==> src/rtl/johnson_pkg.sv <==
// johnson_pkg: shared definitions for the Johnson sequence controller.
//   - default WIDTH / DIV_W values
//   - cmd_op encodings
//   - FSM state type and state constants
//   - eff_len(): maps the 3-bit cmd_len field to an effective ring length L
package johnson_pkg;

  localparam int DEF_WIDTH = 8;
  localparam int DEF_DIV_W = 8;

  localparam logic [1:0] OP_STOP  = 2'b00;
  localparam logic [1:0] OP_RUN   = 2'b01;
  localparam logic [1:0] OP_STEP  = 2'b10;
  localparam logic [1:0] OP_CLEAR = 2'b11;

  typedef logic [1:0] state_t;

  localparam state_t ST_IDLE = 2'd0;
  localparam state_t ST_RUN  = 2'd1;
  localparam state_t ST_STEP = 2'd2;

  // L = cmd_len + 1, except that a one-bit ring is meaningless, so 0 maps to L = 2.
  function automatic logic [3:0] eff_len(input logic [2:0] cmd_len);
    if (cmd_len == 3'd0) begin
      return 4'd2;
    end
    return {1'b0, cmd_len} + 4'd1;
  endfunction

endpackage

==> src/rtl/johnson_core.sv <==
// johnson_core: Johnson pattern register with variable active length.
// Ports:
//   clk, rst      - clock, synchronous active-high reset
//   adv           - advance the pattern by one Johnson step this edge
//   dir           - 0 = shift left, 1 = shift right
//   len           - active length L (2..WIDTH); bits at index >= L are held at 0
//   clr           - force pattern to 0 (takes priority over adv, never pulses wrap)
//   pattern       - registered pattern
//   wrap          - registered one-cycle pulse when an advance produced all-zero
module johnson_core #(
  parameter int WIDTH = johnson_pkg::DEF_WIDTH,
  parameter int LEN_W = $clog2(WIDTH + 1)
) (
  input  logic             clk,
  input  logic             rst,
  input  logic             adv,
  input  logic             dir,
  input  logic [LEN_W-1:0] len,
  input  logic             clr,
  output logic [WIDTH-1:0] pattern,
  output logic             wrap
);

  logic [WIDTH-1:0] pattern_q, pattern_d;
  logic             wrap_q, wrap_d;
  logic [WIDTH-1:0] adv_pat;
  logic             msb;

  // p[L-1] with a run-time L; a loop compare avoids a dynamic part-select.
  always_comb begin
    msb = 1'b0;
    for (int i = 0; i < WIDTH; i++) begin
      if (i + 1 == int'(len)) begin
        msb = pattern_q[i];
      end
    end
  end

  genvar gi;
  generate
    for (gi = 0; gi < WIDTH; gi++) begin : g_bit
      logic l_bit;
      logic r_bit;

      // Left: bit 0 takes ~p[L-1], others take their lower neighbour.
      if (gi == 0) begin : g_l_lsb
        assign l_bit = ~msb;
      end else begin : g_l_mid
        assign l_bit = pattern_q[gi-1];
      end

      // Right: bit L-1 takes ~p[0], others take their upper neighbour.
      // The top bit can only be L-1 when L == WIDTH.
      if (gi == WIDTH - 1) begin : g_r_top
        assign r_bit = ~pattern_q[0];
      end else begin : g_r_mid
        assign r_bit = (gi + 1 == int'(len)) ? ~pattern_q[0] : pattern_q[gi+1];
      end

      assign adv_pat[gi] = (gi < int'(len)) ? (dir ? r_bit : l_bit) : 1'b0;
    end
  endgenerate

  always_comb begin
    pattern_d = pattern_q;
    wrap_d    = 1'b0;
    if (clr) begin
      pattern_d = '0;
    end else if (adv) begin
      pattern_d = adv_pat;
      wrap_d    = (adv_pat == '0);
    end
  end

  always_ff @(posedge clk) begin
    if (rst) begin
      pattern_q <= '0;
      wrap_q    <= 1'b0;
    end else begin
      pattern_q <= pattern_d;
      wrap_q    <= wrap_d;
    end
  end

  assign pattern = pattern_q;
  assign wrap    = wrap_q;

endmodule

==> src/rtl/johnson_seq_ctrl.sv <==
// johnson_seq_ctrl: command-driven Johnson sequence generator.
// Ports:
//   clk, rst              - clock, synchronous active-high reset
//   cmd_valid/cmd_ready   - command handshake (accept when both are 1)
//   cmd_op                - STOP / RUN / STEP / CLEAR
//   cmd_len, cmd_dir      - ring length code and shift direction
//   cmd_div               - advance once every cmd_div+1 cycles
//   cmd_count             - number of advances for STEP
//   pattern               - registered Johnson pattern
//   busy                  - 1 in RUN or STEP
//   done                  - one-cycle pulse when STEP completes
//   wrap                  - one-cycle pulse when an advance returns pattern to 0
module johnson_seq_ctrl #(
  parameter int WIDTH = johnson_pkg::DEF_WIDTH,
  parameter int DIV_W = johnson_pkg::DEF_DIV_W
) (
  input  logic             clk,
  input  logic             rst,
  input  logic             cmd_valid,
  output logic             cmd_ready,
  input  logic [1:0]       cmd_op,
  input  logic [2:0]       cmd_len,
  input  logic             cmd_dir,
  input  logic [DIV_W-1:0] cmd_div,
  input  logic [DIV_W-1:0] cmd_count,
  output logic [WIDTH-1:0] pattern,
  output logic             busy,
  output logic             done,
  output logic             wrap
);

  import johnson_pkg::*;

  localparam int LEN_W = $clog2(WIDTH + 1);

  state_t           state_q, state_d;
  logic [LEN_W-1:0] len_q, len_d;
  logic             dir_q, dir_d;
  logic [DIV_W-1:0] div_q, div_d;
  logic [DIV_W-1:0] count_q, count_d;
  logic [DIV_W-1:0] presc_q, presc_d;
  logic             done_q, done_d;

  logic             accept;
  logic             adv;
  logic             clr;
  logic [3:0]       req_len4;
  logic [LEN_W-1:0] req_len;

  assign cmd_ready = ~rst & (state_q != ST_STEP);
  assign accept    = cmd_valid & cmd_ready;

  // Effective length of the offered command, clamped to the physical ring.
  always_comb begin
    req_len4 = eff_len(cmd_len);
    if (int'(req_len4) > WIDTH) begin
      req_len = LEN_W'(WIDTH);
    end else begin
      req_len = LEN_W'(req_len4);
    end
  end

  always_comb begin
    state_d = state_q;
    len_d   = len_q;
    dir_d   = dir_q;
    div_d   = div_q;
    count_d = count_q;
    presc_d = presc_q;
    done_d  = 1'b0;
    adv     = 1'b0;
    clr     = 1'b0;

    if (accept) begin
      // An accepting edge never advances; the new prescale period starts here.
      presc_d = cmd_div;
      unique case (cmd_op)
        OP_STOP: begin
          state_d = ST_IDLE;
        end
        OP_CLEAR: begin
          state_d = ST_IDLE;
          clr     = 1'b1;
        end
        default: begin
          // RUN or STEP: keep the pattern unless the ring length changes.
          clr     = (req_len != len_q);
          len_d   = req_len;
          dir_d   = cmd_dir;
          div_d   = cmd_div;
          if (cmd_op == OP_STEP) begin
            count_d = cmd_count;
            state_d = ST_STEP;
          end else begin
            state_d = ST_RUN;
          end
        end
      endcase
    end else begin
      unique case (state_q)
        ST_RUN: begin
          if (presc_q == '0) begin
            adv     = 1'b1;
            presc_d = div_q;
          end else begin
            presc_d = presc_q - DIV_W'(1);
          end
        end
        ST_STEP: begin
          if (count_q == '0) begin
            // Zero-length STEP (or already exhausted): finish without advancing.
            state_d = ST_IDLE;
            done_d  = 1'b1;
          end else if (presc_q == '0) begin
            adv     = 1'b1;
            presc_d = div_q;
            count_d = count_q - DIV_W'(1);
            if (count_q == DIV_W'(1)) begin
              state_d = ST_IDLE;
              done_d  = 1'b1;
            end
          end else begin
            presc_d = presc_q - DIV_W'(1);
          end
        end
        default: begin
        end
      endcase
    end
  end

  always_ff @(posedge clk) begin
    if (rst) begin
      state_q <= ST_IDLE;
      len_q   <= LEN_W'(WIDTH);
      dir_q   <= 1'b0;
      div_q   <= '0;
      count_q <= '0;
      presc_q <= '0;
      done_q  <= 1'b0;
    end else begin
      state_q <= state_d;
      len_q   <= len_d;
      dir_q   <= dir_d;
      div_q   <= div_d;
      count_q <= count_d;
      presc_q <= presc_d;
      done_q  <= done_d;
    end
  end

  johnson_core #(
    .WIDTH (WIDTH),
    .LEN_W (LEN_W)
  ) u_core (
    .clk     (clk),
    .rst     (rst),
    .adv     (adv),
    .dir     (dir_d),
    .len     (len_d),
    .clr     (clr),
    .pattern (pattern),
    .wrap    (wrap)
  );

  assign busy = (state_q != ST_IDLE);
  assign done = done_q;

endmodule

==> config.mk <==
export PLATFORM = sky130hd
export DESIGN_NAME = johnson_seq_ctrl
export DESIGN_NICKNAME = d
export VERILOG_FILES = /design/src/rtl/johnson_pkg.sv /design/src/rtl/johnson_core.sv /design/src/rtl/johnson_seq_ctrl.sv
export SDC_FILE = /design/constraint.sdc
export NUM_CORES = 1
export LEC_CHECK = 0
export CAP_MARGIN = 20
export CORE_UTILIZATION = 40
export DETAILED_ROUTE_END_ITERATION = 8
export GPL_ROUTABILITY_DRIVEN = 0
export GPL_TIMING_DRIVEN = 0
export PLACE_DENSITY_LB_ADDON = 0.12
export RECOVER_POWER = 100
export SLEW_MARGIN = 20
export SYNTH_ARGS = -nofsm -noshare
export SYNTH_HDL_FRONTEND = slang
export SYNTH_HIERARCHICAL = 1
export SYNTH_SLANG_ARGS = --single-unit
==> constraint.sdc <==
create_clock -name clk -period 3.8 [get_ports clk]
set_input_delay 0.76 -clock clk [delete_from_list [all_inputs] [get_ports clk]]
set_output_delay 0.76 -clock clk [all_outputs]
set_load 0.005 [all_outputs]
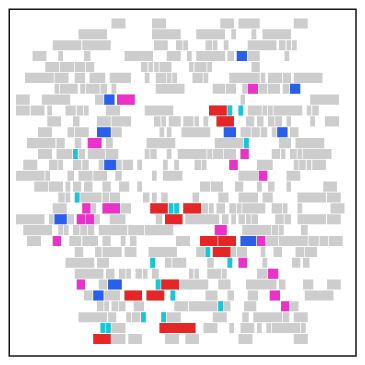
(images/gates.png)
Drawn at 4 px/µm.
- and/or cells: magenta (cells 18)
- fa/ha/maj cells: red (cells 13; most used ha_1)
- inv cells: cyan (cells 17; most used inv_1)
- non-inverting ao/oa cells: blue (cells 11; most used a21o_1)

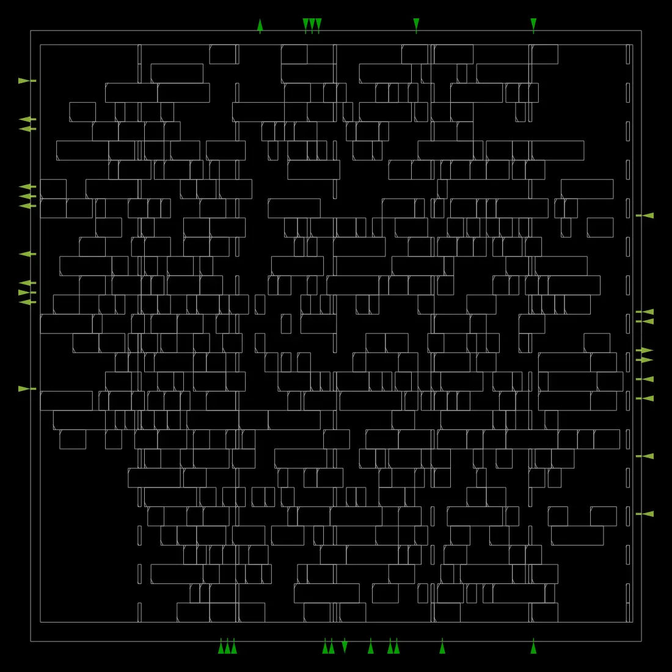
(images/placed.png)
non-filler instance count after layout: 492
flop count: 41
number of rows in the core area: 30
Tap Cells: 96
share of the final layout cell area in sequential cells: 24.0%

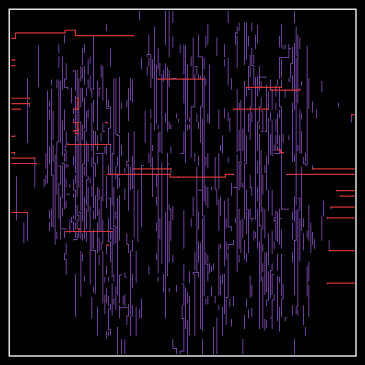
(images/layers.png)
Drawn at 4 px/µm. Only two layers are drawn.
- M3: red (wire length 237 µm)
- M2: purple (wire length 3570 µm)

==> notes.md <==
The flow ran to the end, and the final reports show no timing, DRC or antenna violations. Final critical path time including I/O delays and setup: 3.61 ns. The port buffer count is 36, and the cell area after synthesis is 0.00284 mm².

Data required time at the worst endpoint: 4.00 ns. The script extracted a net switching power of 0.388 mW. The post-detailed-route DRC marker count is 0. Of the available clock period, the critical path in the final layout requires 95.0%.

As reported, the later end of the worst-skew pair has a clock insertion delay of 0.30 ns. CTS added clock buffers totalling 5. The layout summary lists the proportion of cells stronger than drive strength 1 as 10.1%.

The type of destination of the critical path was a flop. The logs give 388 for the floorplan net count and 32.5% for the relative contribution of combinational cells to total power. The number of warnings the tools reported was 34; the effective utilization at floorplan was 41.6%.

The run gives 2 as the CTS H-tree depth. Per the placement report, the placed cell count is 482. The tightest hold path in the finished design has a slack of 0.459 ns.

With the number of hold violations in the final report at 0, the internal portion of total power is 0.751 mW. For this run, the detailed router's first-pass iteration total came to 5. Setup repair after global routing left no endpoint under its margin.

Net switching is 34.1% of the power. The transition time recorded at the tightest slew-check pin is 0.644 ns. The post-synth count of flops with an enable pin is 0.

The final layout contains routed wiring with a total length of 7380 µm. The run gives 0 as the remaining number of nets flagged by the antenna check after routing. For the diode insertion count for antenna repair, the log shows 0.

Entering global routing, the biggest net connects 13 pins. On the worst path, the slowest cell contributes a delay of 0.51 ns. The run gives 42.4% as the part of the power in registers. TritonRoute output was used to compute an average wire per cell of 15.0 µm.

The flow measured a signed area growth from synthesis to layout of 20.1%. With the number of endpoints failing setup at the final stage at 0, the total global-route track usage is 20.2%. Dominant delay contributor by cell family on the critical path: buffers and inverters. The path class of the tightest hold or removal check is reg -> reg. The total clock sinks is 41.

With the clock tree skew after final layout at 0.0114 ns, the height of the die is 86.3 µm. By instance count after routing, the leading logic cell type is sky130_fd_sc_hd__dfxtp_1. The synthesized instance count is 350. The Yosys step of the flow raised 6 warnings. The die is 86.3 µm wide. The number of antenna violations at the first check in global routing came out at 0.

The analysis reports a worst IR drop on VDD of 148 µV. The biggest area consumer among synthesized cells is sky130_fd_sc_hd__dfxtp_1. 37 I/O pins were placed. The clock transition time at the flip-flop clock pins of the worst setup and hold paths works out to 0.09 ns.

The logs give 151 for the violation tally from detailed-route iteration zero and 2 for the buffer depth of the longest clock path. After floorplanning, the core was sized to cover 0.00683 mm².
power by group through the flow:
stage / combinational [mW] / clock, mW / sequential (mW)
5_1_grt: 0.412 / 0.308 / 0.487
3_3_place_gp: 0.362 / 0 / 0.492
2_1_floorplan: 0.274 / 0 / 0.486
4_1_cts: 0.369 / 0.298 / 0.483
3_5_place_dp: 0.367 / 0 / 0.493
6_report: 0.370 / 0.286 / 0.483
metal layers:
layer | global-route usage, % | up-vias | part of all wire [%]
li1 | - | 1338 | -
met1 | 25.6 | 1273 | 47
met2 | 35.5 | 44 | 48
met3 | 3.05 | 7 | 3.2
met4 | 5.76 | 0 | 1.2
met5 | 0 | - | 0
through the flow:
stage	instance area, µm²	utilization (%)	setup WS [ns]	setup TNS, ns	power [mW]
after detailed placement	3320	48.7	-0.471	-2.30	0.860
after floorplan	2840	-	0.673	0	0.760
after global placement	3320	48.7	-0.444	-2.08	0.855
after CTS	3410	49.9	0.0641	0	1.15
final	3420	50.0	0.190	0	1.14
after global routing	3420	50.0	0.0445	0	1.21
final timing paths:
| kind | from | endpoint | slack (ns) | cells after the start |
|---|---|---|---|---|
| setup / recovery | cmd_op[0] | u_core/wrap$_SDFF_PP0_ | 0.19 | 12 |
| hold / removal | div_q[2]$_SDFFE_PP0P_ | div_q[2]$_SDFFE_PP0P_ | 0.46 | 2 |
| setup reg to reg | state_q[0]$_SDFFE_PP0P_ | u_core/wrap$_SDFF_PP0_ | 0.54 | 14 |
| hold reg to reg | div_q[2]$_SDFFE_PP0P_ | div_q[2]$_SDFFE_PP0P_ | 0.46 | 2 |
worst register-to-register path: cells and delay by family (launching register included):
kind                     cells  cell delay [ns]
AND-OR/OR-AND                2             0.27
adder cells (fa/ha/maj)      1             0.24
buffers and inverters        4             0.76
flip-flops                   1             0.36
multiplexers                 1             0.21
AND/OR/NAND/NOR              6             1.34
final cells by class:
cell class | instances | area (µm²)
Clock inverter | 2 | 10.0
Clock buffer | 6 | 72.6
Tap cell | 96 | 120
Sequential cell | 41 | 821
Fill cell | 696 | 3420
Multi-Input combinational cell | 271 | 1830
Inverter | 17 | 63.8
Timing Repair Buffer | 38 | 375
Buffer | 21 | 120
cell usage after synthesis, drive strengths merged (7+ instances only):
library cell	n
nand2b	9
buf	15
nand2	40
a21oi	26
mux2i	18
inv	17
o21ai	17
nor2	36
ha	13
dfxtp	41
nor2b	8
nor3	9
a31oi	7
what timing repair did:
action                                  in CTS  in global routing
pin swaps                                    0                  1
hold buffers                                 0                  0
endpoints found under the setup margin       4                  4
gates resized                                1                  1
buffers inserted                             0                  2
sequential cells by signal, indices dropped and copies added (netlist names):
signal,count
count_q,8
dir_q,1
div_q,8
done,1
len_q,4
presc_q,8
state_q,2
u_core/pattern,8
u_core/wrap,1
kinds of logic (layout without fill, tap and decap cells):
logic type / Yosys count / after routing / share of synthesized area [%]
mux: 21 / 21 / 7.52
buf+inv: 38 / 84 / 6.73
flops: 41 / 41 / 28.9
xor+xnor: 7 / 7 / 2.16
simple gates: 141 / 141 / 27.4
fa+ha+maj: 13 / 13 / 5.72
compound gates: 89 / 89 / 21.6
Power figures rest on the tool's default switching activity, not on a simulated workload.
